## src/rtl/gpio_pin_arbiter_pkg.sv

```systemverilog
// Shared constants and types for the GPIO pin arbiter: requester indices,
// per-requester pin groups and the FSM / event encodings.
package gpio_arb_pkg;

  localparam int N_REQ = 6;
  localparam int PIN_W = 16;
  localparam int IDX_W = 3;
  localparam int CNT_W = 4;

  localparam int REQ_PWM_A0  = 0;
  localparam int REQ_PWM_B0  = 1;
  localparam int REQ_TMR_IN0 = 2;
  localparam int REQ_I2C     = 3;
  localparam int REQ_SPI     = 4;
  localparam int REQ_UART    = 5;

  // PWM_B0 and TMR_IN0 share pin 1; I2C and SPI share pin 4.
  localparam logic [PIN_W-1:0] PIN_MASK [N_REQ] = '{
    16'h0001,  // PWM_A0
    16'h0002,  // PWM_B0
    16'h0002,  // TMR_IN0
    16'h0018,  // I2C
    16'h00F0,  // SPI
    16'h0300   // UART
  };

  typedef enum logic {IDLE, GUARD} arb_state_e;
  typedef enum logic {EV_GRANT, EV_RELEASE} arb_event_e;

  // Union of the pin groups of every selected requester.
  function automatic logic [PIN_W-1:0] mask_of(input logic [N_REQ-1:0] sel);
    logic [PIN_W-1:0] m;
    m = '0;
    for (int i = 0; i < N_REQ; i++) begin
      if (sel[i]) m = m | PIN_MASK[i];
    end
    return m;
  endfunction

endpackage

```

## src/rtl/gpio_pin_arbiter_if.sv

```systemverilog
// Request/ownership bundle between the peripherals' control side and the
// pin arbiter. The arbiter sits on the slave modport.
interface gpio_pin_arbiter_if;
  import gpio_arb_pkg::*;

  logic [N_REQ-1:0] req;
  logic             cfg_lock;
  logic [N_REQ-1:0] grant;
  logic [PIN_W-1:0] owned_mask;
  logic [PIN_W-1:0] park_mask;
  logic             busy;

  modport master (
    output req, cfg_lock,
    input  grant, owned_mask, park_mask, busy
  );

  modport slave (
    input  req, cfg_lock,
    output grant, owned_mask, park_mask, busy
  );
endinterface

```

## src/rtl/gpio_pin_arbiter_rr_picker.sv

```systemverilog
// Combinational round-robin picker: first set candidate at or above rr_ptr,
// wrapping past the top requester back to 0.
module gpio_rr_picker
  import gpio_arb_pkg::*;
(
  input  logic [N_REQ-1:0] cand,
  input  logic [IDX_W-1:0] rr_ptr,
  output logic             valid,
  output logic [IDX_W-1:0] winner
);

  // Walk offsets from farthest to nearest so the nearest candidate wins.
  always_comb begin
    int idx;
    idx    = 0;
    valid  = 1'b0;
    winner = '0;
    for (int off = N_REQ - 1; off >= 0; off--) begin
      idx = (int'(rr_ptr) + off) % N_REQ;
      if (cand[idx]) begin
        valid  = 1'b1;
        winner = IDX_W'(idx);
      end
    end
  end

endmodule

```

## src/rtl/gpio_pin_arbiter.sv

```systemverilog
// GPIO pin arbiter: hands non-overlapping pin groups to six peripherals,
// parking the affected pins as inputs for a guard window on every
// ownership change. Releases take priority over new grants.
//
//   state | meaning
//   IDLE  | evaluate one release or one grant per cycle
//   GUARD | pins of the current event parked; counting down the window
module gpio_pin_arbiter
  import gpio_arb_pkg::*;
#(
  parameter int GUARD_CYCLES = 4
) (
  input  logic                clk,
  input  logic                reset,
  gpio_pin_arbiter_if.slave   bus
);

  arb_state_e       state_q, state_d;
  arb_event_e       ev_q, ev_d;
  logic [IDX_W-1:0] pend_q, pend_d;
  logic [CNT_W-1:0] cnt_q, cnt_d;
  logic [IDX_W-1:0] rr_ptr_q, rr_ptr_d;
  logic [N_REQ-1:0] grant_q, grant_d;
  logic [PIN_W-1:0] owned_q, owned_d;
  logic [PIN_W-1:0] park_q, park_d;
  logic             busy_q, busy_d;

  logic [N_REQ-1:0] cand;
  logic [N_REQ-1:0] rel_vec;
  logic [IDX_W-1:0] rel_idx;
  logic             pick_valid;
  logic [IDX_W-1:0] pick_idx;

  // Requesters not yet granted whose pins are all free; lowest pending release.
  always_comb begin
    cand    = '0;
    rel_vec = bus.req ^ bus.req | (grant_q & ~bus.req);
    rel_idx = '0;
    for (int i = 0; i < N_REQ; i++) begin
      cand[i] = bus.req[i] & ~grant_q[i] & ~(|(PIN_MASK[i] & owned_q));
    end
    for (int i = N_REQ - 1; i >= 0; i--) begin
      if (rel_vec[i]) rel_idx = IDX_W'(i);
    end
  end

  gpio_rr_picker u_picker (
    .cand   (cand),
    .rr_ptr (rr_ptr_q),
    .valid  (pick_valid),
    .winner (pick_idx)
  );

  // Next-state and output decisions for the release/grant sequencing.
  always_comb begin
    state_d  = state_q;
    ev_d     = ev_q;
    pend_d   = pend_q;
    cnt_d    = cnt_q;
    rr_ptr_d = rr_ptr_q;
    grant_d  = grant_q;
    owned_d  = owned_q;
    park_d   = park_q;
    busy_d   = busy_q;
    case (state_q)
      IDLE: begin
        if (|rel_vec) begin
          // Released pins stay in owned_mask until the guard window ends.
          grant_d[rel_idx] = 1'b0;
          park_d           = PIN_MASK[rel_idx];
          ev_d             = EV_RELEASE;
          state_d          = GUARD;
          cnt_d            = CNT_W'(GUARD_CYCLES - 1);
          busy_d           = 1'b1;
        end else if (!bus.cfg_lock && pick_valid) begin
          pend_d   = pick_idx;
          owned_d  = owned_q | PIN_MASK[pick_idx];
          park_d   = PIN_MASK[pick_idx];
          rr_ptr_d = (pick_idx == IDX_W'(N_REQ - 1)) ? '0 : pick_idx + 1'b1;
          ev_d     = EV_GRANT;
          state_d  = GUARD;
          cnt_d    = CNT_W'(GUARD_CYCLES - 1);
          busy_d   = 1'b1;
        end
      end
      GUARD: begin
        if (cnt_q == '0) begin
          if (ev_q == EV_GRANT) grant_d[pend_q] = 1'b1;
          owned_d = mask_of(grant_d);
          park_d  = '0;
          busy_d  = 1'b0;
          state_d = IDLE;
        end else begin
          cnt_d = cnt_q - 1'b1;
        end
      end
      default: state_d = IDLE;
    endcase
  end

  // State and output registers; reset clears everything without a guard run.
  always_ff @(posedge clk or negedge reset) begin
    if (!reset) begin
      state_q  <= IDLE;
      ev_q     <= EV_GRANT;
      pend_q   <= '0;
      cnt_q    <= '0;
      rr_ptr_q <= '0;
      grant_q  <= '0;
      owned_q  <= '0;
      park_q   <= '0;
      busy_q   <= 1'b0;
    end else begin
      state_q  <= state_d;
      ev_q     <= ev_d;
      pend_q   <= pend_d;
      cnt_q    <= cnt_d;
      rr_ptr_q <= rr_ptr_d;
      grant_q  <= grant_d;
      owned_q  <= owned_d;
      park_q   <= park_d;
      busy_q   <= busy_d;
    end
  end

  assign bus.grant      = grant_q;
  assign bus.owned_mask = owned_q;
  assign bus.park_mask  = park_q;
  assign bus.busy       = busy_q;

endmodule

```

## src/flat_wrapper.sv

```systemverilog
// flat-port wrapper written by rule: the top's interface ports become plain ports
module gpio_pin_arbiter_flat import gpio_arb_pkg::*;
#(
  parameter int GUARD_CYCLES = 4
)
  (clk, reset, bus_req, bus_cfg_lock, bus_grant, bus_owned_mask, bus_park_mask, bus_busy);
  gpio_pin_arbiter_if bus_i ();
  input  logic clk;
  input  logic reset;
  input wire logic [$bits(bus_i.req)-1:0] bus_req;
  input wire logic [$bits(bus_i.cfg_lock)-1:0] bus_cfg_lock;
  output wire logic [$bits(bus_i.grant)-1:0] bus_grant;
  output wire logic [$bits(bus_i.owned_mask)-1:0] bus_owned_mask;
  output wire logic [$bits(bus_i.park_mask)-1:0] bus_park_mask;
  output wire logic [$bits(bus_i.busy)-1:0] bus_busy;
  assign bus_i.req = bus_req;
  assign bus_i.cfg_lock = bus_cfg_lock;
  assign bus_grant = bus_i.grant;
  assign bus_owned_mask = bus_i.owned_mask;
  assign bus_park_mask = bus_i.park_mask;
  assign bus_busy = bus_i.busy;
  gpio_pin_arbiter #(.GUARD_CYCLES(GUARD_CYCLES)) u_core (.clk(clk), .reset(reset), .bus(bus_i));
endmodule
```

## config.mk

```make
export PLATFORM = sky130hd
export DESIGN_NAME = gpio_pin_arbiter_flat
export DESIGN_NICKNAME = d
export VERILOG_FILES = /design/src/rtl/gpio_pin_arbiter_pkg.sv /design/src/rtl/gpio_pin_arbiter_if.sv /design/src/rtl/gpio_pin_arbiter_rr_picker.sv /design/src/rtl/gpio_pin_arbiter.sv /design/src/flat_wrapper.sv
export SDC_FILE = /design/constraint.sdc
export NUM_CORES = 1
export LEC_CHECK = 0
export ABC_AREA = 1
export ABC_CLOCK_PERIOD_IN_PS = 3100
export CAP_MARGIN = 25
export CORE_ASPECT_RATIO = 0.5
export CORE_MARGIN = 2
export CORE_UTILIZATION = 50
export CTS_CLUSTER_SIZE = 8
export DETAILED_ROUTE_END_ITERATION = 12
export GPL_TIMING_DRIVEN = 0
export PLACE_DENSITY = 0.87
export SLEW_MARGIN = 20
export SYNTH_ARGS = -nofsm -noshare
export SYNTH_HDL_FRONTEND = slang
export SYNTH_HIERARCHICAL = 1
export SYNTH_SLANG_ARGS = --single-unit
```

## constraint.sdc

```tcl
create_clock -name clk -period 3.1 [get_ports clk]
set_input_delay 0.62 -clock clk [delete_from_list [all_inputs] [get_ports clk]]
set_output_delay 0.62 -clock clk [all_outputs]
set_load 0.02 [all_outputs]
```

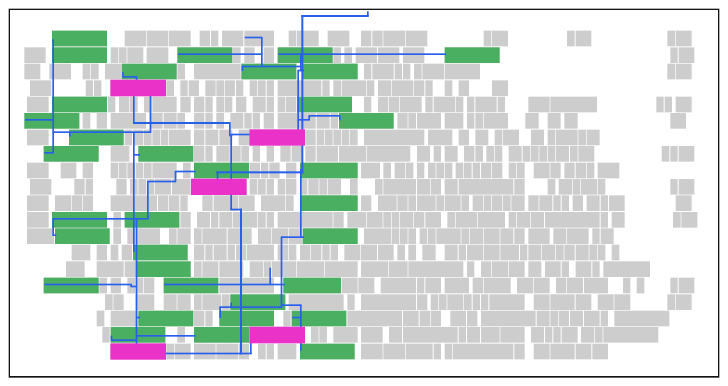
Run 1: clock network drawn from the DEF
green -> flip-flops  # count 34
blue -> clock wires  # length 471 um
magenta -> clock-net drivers  # count 5
routed clock nets = 6
Clock Skews: 0.00365 ns

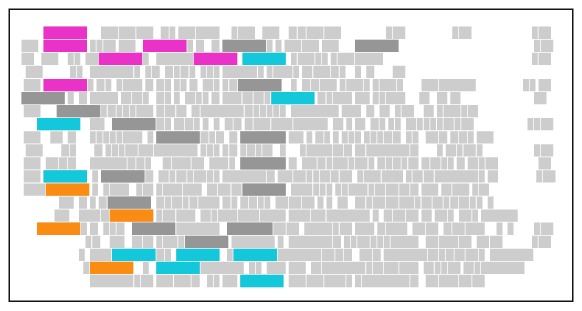
Run 1: sequential cells coloured by netlist name
Other sequential cells in the stronger grey, the rest of the logic in the fainter grey.
magenta -> `u_core/bus.park_mask`  # placed flops 6, where top left
orange -> `u_core/cnt_q`  # placed flops 4, where bottom left
cyan -> `u_core/bus.owned_mask`  # placed flops 9
not coloured = 15
flop share of the area: 0.186

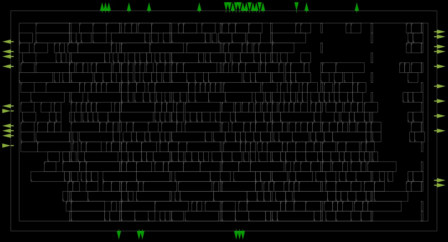
Run 1: placed standard cells
number of fill cells: 392
Tap Count: 88
Flop Count: 34
post-layout util: 0.753

==> flow_summary.ini, run 1 <==
; flow metrics
[run_status]
status = complete, but fails checks
failed_checks = setup timing

[clock_network]
ctsResizeCount = 43
cts.htree.levels = 2
cts_buffer_depth = 2
clkTransAtPathRegs_ns = 0.05
cts_setup_buffers = 28
cts_tree = done
cts-buffers-inserted = 5
clk_latency_ns = 0.28
cts_root_buffer = clkbuf_16

[yosys]
synth_area_per_cell_um2 = 6.89
top_cell = nand2_1
synthTopLogicFamily = simple AND/OR/NAND/NOR gates
synthAdderAreaFrac = 0.0784
ys_types = 36
ys_sh_mux = 0
xor_area_frac = 0.0196
synthTopCellsByCount = 136 x nand2_1, 65 x inv_1, 37 x nand3_1, 35 x o21ai_0, 34 x dfrtp_1
synth-simple-area-share = 0.358
synth_async_sr_flop_share = 1.00
yosysWarnings = 6
ys_chip_area_um2 = 3190
yosys_most_used_dff = dfrtp_1
area_leaders = dfrtp_1 27%, nand2_1 16%, ha_1 7.8%, inv_1 7.6%, nand3_1 5.8%
synth_seq_share = 0.267
synth_cells = 463
synth_top_area_share = 0.267
synthAoiAreaFrac = 0.133
edf_count = 0
top_area_cell = dfrtp_1
yosys_cells = 463

[final_timing]
setup_viol = 19
max_freq_mhz = 298
maxSlewHeadroom = 0.633
finalClockPeriodUsage = 1.08
rsz0062_at_grt = true
slew_violations = 0
worst_slew_pin_slew_ns = 0.545
hold_viol = 0
min_period_ns = 3.35
setup-tns-final_ns = -2.20
hold_slack_ns = 0.295
worst_slack_ns = -0.253

[detailed_routing]
firstDrtPassIters = 8
drt-initial-drc-count = 348
drc = 0
num_vias = 3709
avgRoutedWirePerCell_um = 16.7
viasPerCell = 5.71
ant_nets = 0

[job]
warning_count = 41
maxCapViolCount = 0

[global_route]
grt_use_total = 0.256
grt_first_pass_wirelength_um = 13900
grt_max_degree = 19
antenna_found_initial = 0
grt_overflow_total = 0
grt_pass1_vias = 3120

[floorplanning]
num_rows = 20
die_x_um = 117
fp_util = 0.523
ios = 48
die_height_um = 60.5
core_area_um2 = 6110
die_area_um2 = 7080

[setup_path]
startpoint_type = register
cp.required_ns = 3.26
cp_slowest_cell = dfrtp_2
cpMostUsedCell = nand2_2
startpoint = u_core/rr_ptr_q[1]
critPathCapture = u_core/bus.park_mask[4]
crit_path_max_incr_delay_ns = 0.49
r2r_setup_slack_ns = -0.25
r2r-end = u_core/bus.park_mask[4]
critPathArrivalTime_ns = 3.52
endpoint_kind = register
path_class = register to register
reg2reg_depth = 29

[placement]
place_ws_ns = -0.688
placed_area_um2 = 3740
hpwl_um = 5920
gp_routability_congestion = 0.943
dp_cells = 598
port_buffers = 33

[layout]
design_area_um2 = 4600
stdcell_count = 650
drive_gt1_frac = 0.352
n_antenna_cell = 0
syn_to_final_growth_pct = 44.0

[min_path]
hold_class = primary input to asynchronous set/reset pin
## run 1: layout make-up
type | count | area (um^2) | share of cell area
tap | 88 | 110 | 0.0240
inverter | 70 | 284 | 0.0618
sequential | 34 | 855 | 0.186
buffer | 24 | 200 | 0.0435
clock buffer | 7 | 143 | 0.0310
timing repair buffer | 79 | 713 | 0.155
multi-input combinational | 348 | 2290 | 0.499
## run 1: routing by layer
metal  vias up  global-route usage  wire, um  share of wire
met5         -                   0         0              0
met4         0               0.150       746          0.069
met2       272               0.444      5070           0.47
li1       1653                   -         -              -
met3        98              0.0430       899          0.083
met1      1686               0.310      4130           0.38
## run 1: cell usage in the layout, fill, tap and decap left out, types with 3 or more instances in the layout
cell,instances
nand4_1,11
o21ai_2,9
clkbuf_16,5
inv_1,47
o21a_1,3
o21ai_1,20
ha_4,12
nand3_1,33
nor2_1,18
dfrtp_2,3
nand2_1,108
nor3_1,5
clkdlybuf4s50_1,31
nand2_4,13
inv_4,5
buf_4,57
a21oi_1,6
xor2_1,4
o21ai_0,20
inv_2,16
nor2_2,3
dfrtp_1,31
nand2_2,35
conb_1,14
ha_1,8
buf_6,6
nand3_2,8
## run 1: flip-flops by register name (all words and copies together) (netlist names)
signal / count
u_core/cnt_q: 4
u_core/bus.owned_mask: 9
u_core/ev_q: 1
u_core/state_q: 1
u_core/bus.park_mask: 6
u_core/rr_ptr_q: 3
u_core/pend_q: 3
u_core/bus.grant: 6
u_core/bus.busy: 1
## run 1: worst max-delay path: cells and delay by family (launching register included)
kind                       cells  cell delay (ns)
and+or+nand+nor               19             1.43
adders and majority gates      4             0.72
DFF                            1             0.49
buffers and inverters          4             0.34
AOI/OAI and AO/OA              2             0.26
==> run 1 -> run 2 <==
--- a/config.mk
+++ b/config.mk
@@ -10,13 +10,12 @@
 export CAP_MARGIN = 25
 export CORE_ASPECT_RATIO = 0.5
 export CORE_MARGIN = 2
-export CORE_UTILIZATION = 50
-export CTS_CLUSTER_SIZE = 8
+export CORE_UTILIZATION = 49
+export CTS_CLUSTER_SIZE = 40
 export DETAILED_ROUTE_END_ITERATION = 12
 export GPL_TIMING_DRIVEN = 0
-export PLACE_DENSITY = 0.87
+export PLACE_DENSITY = 0.86
 export SLEW_MARGIN = 20
 export SYNTH_ARGS = -nofsm -noshare
 export SYNTH_HDL_FRONTEND = slang
-export SYNTH_HIERARCHICAL = 1
 export SYNTH_SLANG_ARGS = --single-unit
==> run 2 against run 1 <==
The run still ends with setup timing left. Global-route usage about the same. Register-to-register slack worse by 0.17 ns. Non-clock buffer count down 7. Flip-flop count unchanged. Utilization down 2.3 points. Fmax down 5.0%. Clock skew up 0.0024 ns. Worst hold slack worse by 0.043 ns. Critical endpoint is now u_core.bus.owned_mask[1].
==> flow_summary.ini, run 2 <==
; flow metrics
[detailed_routing]
viasPerCell = 5.79
ant_nets = 0
avgRoutedWirePerCell_um = 18.0
firstDrtPassIters = 6
drc = 0
num_vias = 3447
drt-initial-drc-count = 393
wl_um = 10700

[global_route]
grt_pass1_vias = 2952
grt_max_degree = 22
antenna_found_initial = 0
grt_first_pass_wirelength_um = 13600
grt_use_total = 0.256
grt_overflow_total = 0

[layout]
fillCellCount = 394
design_area_um2 = 4390
layout_top_cells = 92 x nand2_1, 52 x buf_4, 38 x inv_1
syn_to_final_growth_pct = 45.4
layout_top_cell = nand2_1
largest_reg_flops = 9
drive_gt1_frac = 0.347
n_antenna_cell = 0
final_nets = 545

[setup_path]
endpoint_kind = register
startpoint = bus_req[4]
crit_fanout = 4
critPathCapture = u_core.bus.owned_mask[1]
crit_path_max_incr_delay_ns = 0.58
startpoint_type = primary input
path_class = primary input to register
worstSetupPathDepth = 16
r2r-end = u_core.bus.owned_mask[1]
path_buffers = 2
critPathTopFamily = simple AND/OR/NAND/NOR gates
cpMostUsedCell = nand2_1
critPathArrivalTime_ns = 3.75
r2r_setup_slack_ns = -0.42
reg2reg_from = u_core.rr_ptr_q[1]
worstPathCellList = clkdlybuf4s50_1 -> nand4_1 -> mux2i_1 -> nand2_1 -> nand2_1 -> nand2_1 -> o21ai_1 -> a31oi_1 -> o211ai_1 -> nand2_2 -> buf_6 -> ha_4 -> nand2_2 -> o21ai_1 -> nand2_1 -> nand2_1
reg2reg_depth = 24
cp.required_ns = 3.32
cp_slowest_cell = mux2i_1

[final_timing]
min_period_ns = 3.53
setup_viol = 21
finalClockPeriodUsage = 1.14
maxSlewHeadroom = 0.538
worst_slew_pin_slew_ns = 0.674
worst_slack_ns = -0.430
hold_slack_ns = 0.252
setup-tns-final_ns = -4.84
hold_viol = 0
max_freq_mhz = 283
rsz0062_at_grt = true
slew_violations = 0

[clock_network]
cts_root_buffer = clkbuf_16
cts.htree.levels = 2
cts_buffer_depth = 2
cts_tree = done
clkTransAtPathRegs_ns = 0.05
postCtsHoldBufs = 0
cts_sinks = 34
cts-buffers-inserted = 5

[yosys]
synth_cells = 424
syn_area_um2 = 3020
yosys_most_used_dff = dfrtp_1
synthTopCellsByCount = 107 x nand2_1, 43 x inv_1, 39 x nor2_1, 34 x dfrtp_1, 27 x nand3_1
ys_types = 42
synth_top_area_share = 0.282
yosysWarnings = 0
area_leaders = dfrtp_1 28%, nand2_1 13%, ha_1 7.9%, inv_1 5.4%, nor2_1 4.9%
top_area_cell = dfrtp_1
ys_chip_area_um2 = 3020
synth_async_sr_flop_share = 1.00
yosys_cells = 424
synth_flops = 34
synth_seq_share = 0.282
synth_area_per_cell_um2 = 7.11
edf_count = 0
top_cell = nand2_1

[placement]
port_buffers = 33
place_ws_ns = -0.496
hpwl_um = 5700
placed_area_um2 = 3560
dp_cells = 548
gp_routability_congestion = 0.927

[floorplanning]
fp_util = 0.502
die_area_um2 = 6840
die_height_um = 59.5
core_area_um2 = 6010
die_x_um = 115
ios = 48

[job]
maxCapViolCount = 0
warning_count = 39

[run_status]
status = complete, but fails checks
failed_checks = setup timing

[min_path]
hold_class = primary input to asynchronous set/reset pin
[run 2: cell types whose count changed in the layout (fill, tap and decap cells not counted), sizes merged, moves of 4 or more]
cell / delta
o211ai: +4
nand4: -7
buf: -7
o21ai: -24
a21oi: +7
nor2: +20
nand2: -26
nand3: -5
a31oi: +4
inv: -14
o21bai: +6
[run 2: layout make-up]
cell class / instances / area, um^2 / area share
flip-flops and latches: 34 / 855 / 0.195
plain buffers: 22 / 170 / 0.0388
well taps: 77 / 96.3 / 0.0220
multi-input cells: 324 / 2210 / 0.504
clock buffers: 7 / 143 / 0.0325
inverters: 56 / 234 / 0.0534
clock inverters: 1 / 5.00 / 0.00114
repair buffers: 74 / 672 / 0.153
[run 2: routing by layer]
layer  track usage  wire length [um]  vias up  part of all wire
met5             0                 0        -                 0
met4        0.0809               659        0             0.062
met3        0.0685               878       80             0.082
met2         0.460              5140      243              0.48
met1         0.304              4030     1600              0.38
li1              -                 -     1524                 -
[run 2: cell families (layout without fill, tap and decap cells)]
group	count (synthesis)	count (layout)	share of synthesized area
xor gates and xnor gates	3	3	0.0112
and+or+nand+nor	222	222	0.359
AOI/OAI and AO/OA	64	64	0.132
buffers and inverters	79	160	0.129
adders and majority gates	19	19	0.0788
muxes	2	2	0.00664
other	1	14	0.00124
DFF	34	34	0.282
[run 2: what timing repair did]
action                     4_1_cts  5_1_grt
setup buffers                   21       19
setup endpoints to repair       12       27
gates resized                   30       61
cloned                           0        0
pin swaps                       24       36
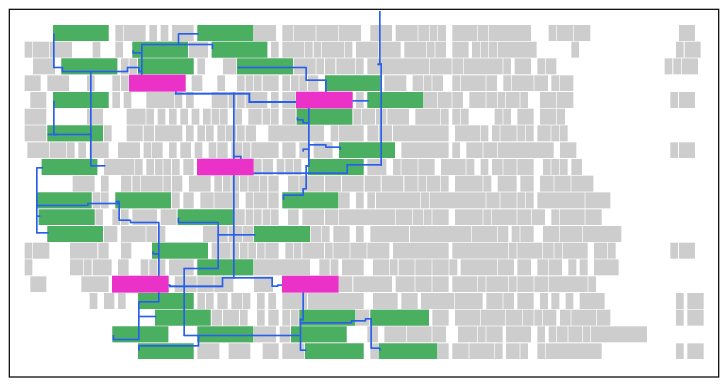
Run 2: clock network drawn from the DEF
magenta -> clock-net drivers  # count 5
green -> flip-flops  # count 34
blue -> clock wires  # length 469 um
routed clock nets = 6
Clock Skews: 0.00608 ns
Clk Latency, worst-skew pair: 0.28 ns

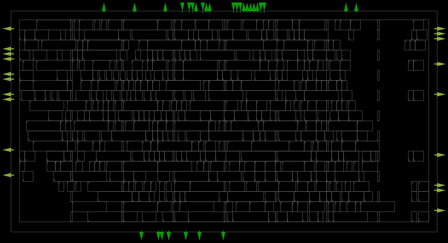
Run 2: placed standard cells
fin cells: 595
flop share of the area: 0.195
post-layout util: 0.730
row count: 20

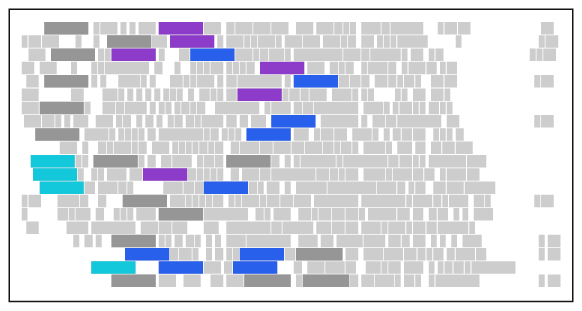
Run 2: sequential cells coloured by netlist name
Other sequential cells in the stronger grey, the rest of the logic in the fainter grey.
cyan -> `u_core.cnt_q`  # placed flops 4, where left middle
blue -> `u_core.bus.owned_mask`  # placed flops 9
purple -> `u_core.bus.grant`  # placed flops 6
not coloured = 15

==> run 2 -> run 3 <==
--- a/config.mk
+++ b/config.mk
@@ -7,7 +7,6 @@
 export LEC_CHECK = 0
 export ABC_AREA = 1
 export ABC_CLOCK_PERIOD_IN_PS = 3100
-export CAP_MARGIN = 25
 export CORE_ASPECT_RATIO = 0.5
 export CORE_MARGIN = 2
 export CORE_UTILIZATION = 49
==> run 3 against run 2 <==
Critical path type unchanged. Count of clock-buffer cells in the layout is the same. Highest routed layer unchanged. Sequential share of layout area is the same. Die size is the same. Final area is the same. The flow still finishes with violations (setup timing).
==> flow_summary.ini, run 3 <==
; flow metrics
[setup_path]
cp.required_ns = 3.32
critPathCapture = u_core.bus.owned_mask[1]
reg2reg_from = u_core.rr_ptr_q[1]
crit_fanout = 4
r2r_setup_slack_ns = -0.42
cp_slowest_cell = mux2i_1
endpoint_kind = register
r2r-end = u_core.bus.owned_mask[1]
crit_path_max_incr_delay_ns = 0.58
cpMostUsedCell = nand2_1
startpoint_type = primary input
path_class = primary input to register
startpoint = bus_req[4]
critPathArrivalTime_ns = 3.75
reg2reg_depth = 24
worstPathCellList = clkdlybuf4s50_1 -> nand4_1 -> mux2i_1 -> nand2_1 -> nand2_1 -> nand2_1 -> o21ai_1 -> a31oi_1 -> o211ai_1 -> nand2_2 -> buf_6 -> ha_4 -> nand2_2 -> o21ai_1 -> nand2_1 -> nand2_1

[floorplanning]
die_area_um2 = 6840
core_area_um2 = 6010
num_rows = 20
ios = 48
die_x_um = 115
die_height_um = 59.5
fp_util = 0.502

[clock_network]
postCtsHoldBufs = 0
clkTransAtPathRegs_ns = 0.05
ctsResizeCount = 30
cts_sinks = 34
cts_setup_buffers = 21
cts-buffers-inserted = 5
cts_buffer_depth = 2
cts.htree.levels = 2
cts_root_buffer = clkbuf_16
cts_tree = done
clk_latency_ns = 0.28

[placement]
dp_cells = 548
port_buffers = 33
gp_routability_congestion = 0.927
place_ws_ns = -0.496
placed_area_um2 = 3560
hpwl_um = 5700

[layout]
drive_gt1_frac = 0.347
layout_top_cell = nand2_1
syn_to_final_growth_pct = 45.4
n_antenna_cell = 0
stdcell_count = 595
layout_top_cells = 92 x nand2_1, 52 x buf_4, 38 x inv_1
final_nets = 545
post-route-util = 0.730
largest_reg_flops = 9
design_area_um2 = 4390

[yosys]
synthTopLogicFamily = simple AND/OR/NAND/NOR gates
synthAdderAreaFrac = 0.0788
edf_count = 0
synth_cells = 424
yosys_most_used_dff = dfrtp_1
synthTopCellsByCount = 107 x nand2_1, 43 x inv_1, 39 x nor2_1, 34 x dfrtp_1, 27 x nand3_1
synth_seq_share = 0.282
synth-simple-area-share = 0.359
syn_area_um2 = 3020
top_cell = nand2_1
yosysWarnings = 0
synth_area_per_cell_um2 = 7.11
ys_chip_area_um2 = 3020
yosys_cells = 424
synthAoiAreaFrac = 0.132
ys_types = 42
top_area_cell = dfrtp_1
synth_async_sr_flop_share = 1.00
synth_flops = 34
area_leaders = dfrtp_1 28%, nand2_1 13%, ha_1 7.9%, inv_1 5.4%, nor2_1 4.9%
ys_sh_mux = 0.00664
xor_area_frac = 0.0112
synth_top_area_share = 0.282

[run_status]
status = complete, but fails checks
failed_checks = setup timing

[detailed_routing]
met2_length_um = 5140
ant_nets = 0
viasPerCell = 5.79
firstDrtPassIters = 6
wl_met3_um = 878
met1_length_um = 4030
highest_layer = met4
drt-initial-drc-count = 393
drc = 0

[final_timing]
rsz0062_at_grt = true
hold_viol = 0
max_freq_mhz = 283
maxSlewHeadroom = 0.538
finalClockSkew_ns = 0.00608
worst_slew_pin_slew_ns = 0.674
setup-tns-final_ns = -4.84
finalClockPeriodUsage = 1.14
setup_viol = 21
min_period_ns = 3.53
hold_slack_ns = 0.252
slew_violations = 0
worst_slack_ns = -0.430

[global_route]
antenna_found_initial = 0
grt_max_degree = 22
grt_first_pass_wirelength_um = 13600
busiest_layer = met2
grtUsageMet3 = 0.0685
use_met2 = 0.460
met1_usage = 0.304
grt_overflow_total = 0
grt_use_total = 0.256
grt_pass1_vias = 2952

[job]
maxCapViolCount = 0
warning_count = 39

[min_path]
hold_class = primary input to asynchronous set/reset pin
==> run 3: cell counts after synthesis <==
Identical to the previous run, type by type.
==> run 3: how the worst min path moves through the flow <==
stage / start / endpoint / slack [ns] / cells after the start
2_1_floorplan: reset / u_core.bus.busy / 0.32 / 0
3_3_place_gp: u_core.bus.park_mask[1] / u_core.bus.park_mask[1] / 0.47 / 2
3_5_place_dp: u_core.bus.park_mask[1] / u_core.bus.park_mask[1] / 0.46 / 2
4_1_cts: reset / u_core.bus.grant[1] / 0.25 / 1
5_1_grt: reset / u_core.bus.grant[1] / 0.27 / 1
6_report: reset / u_core.bus.grant[1] / 0.25 / 1
==> run 3: area by class of cell <==
class / instances / area, um^2
buffer: 22 / 170
clock inverter: 1 / 5.00
multi-input combinational: 324 / 2210
fill: 394 / 1620
tap: 77 / 96.3
sequential: 34 / 855
timing repair buffer: 74 / 672
clock buffer: 7 / 143
inverter: 56 / 234
==> run 3: critical path: cells and delay by family <==
| family | cells | cell delay, ns |
|---|---|---|
| buffers and inverters | 2 | 0.68 |
| muxes | 1 | 0.58 |
| AOI/OAI and AO/OA | 4 | 0.75 |
| and+or+nand+nor | 8 | 0.84 |
| adders and majority gates | 1 | 0.28 |
==> run 3: kinds of logic (layout without fill, tap and decap cells) <==
group / count (synthesis) / count (layout)
AOI/OAI and AO/OA: 64 / 64
xor gates and xnor gates: 3 / 3
adders and majority gates: 19 / 19
buffers and inverters: 79 / 160
DFF: 34 / 34
muxes: 2 / 2
other: 1 / 14
and+or+nand+nor: 222 / 222
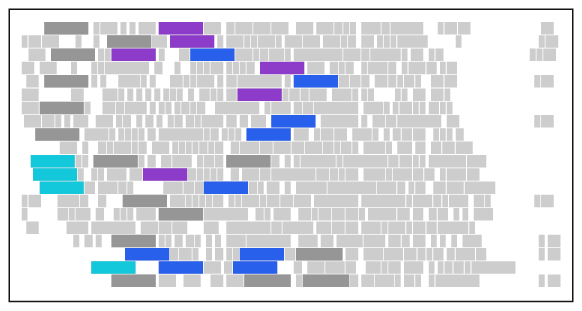
Run 3: sequential cells coloured by netlist name
Other sequential cells in the stronger grey, the rest of the logic in the fainter grey.
blue -> `u_core.bus.owned_mask`  # placed flops 9
purple -> `u_core.bus.grant`  # placed flops 6
cyan -> `u_core.cnt_q`  # placed flops 4, where left middle
not coloured = 15
Reg area: 855 um^2

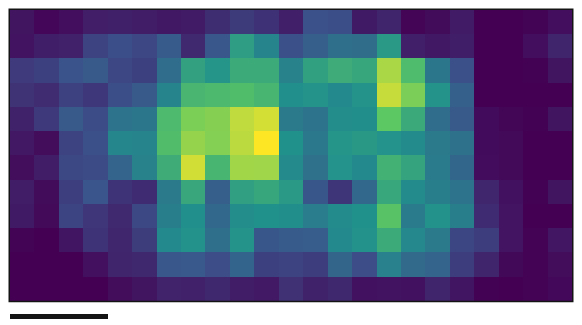
Run 3: wiring heat map
Scale bar: 20 um. 23 x 12 tiles, from dark purple (low) to yellow (high), scaled to the fullest tile. Values are wire area over tile area, all layers added.
mean over tiles = 0.27
fullest tile = 0.96
nearly empty tiles = 13%
emptiest ninth of the die = bottom left
final WL: 10,700 um
Routed WL per cell: 18.0 um
DR vias: 3,447

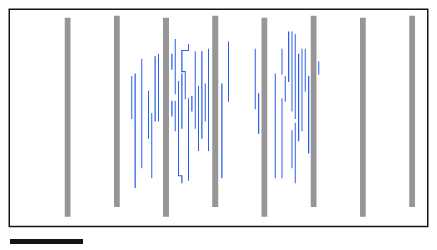
Run 3: the metal 4 layer
Scale bar: 20 um. Supply wires on this layer in grey.
share of all routed wire = 6.2%
longest straight run = 31.3 um
nets with wire on the layer = 39
wire length on this layer = 660 um

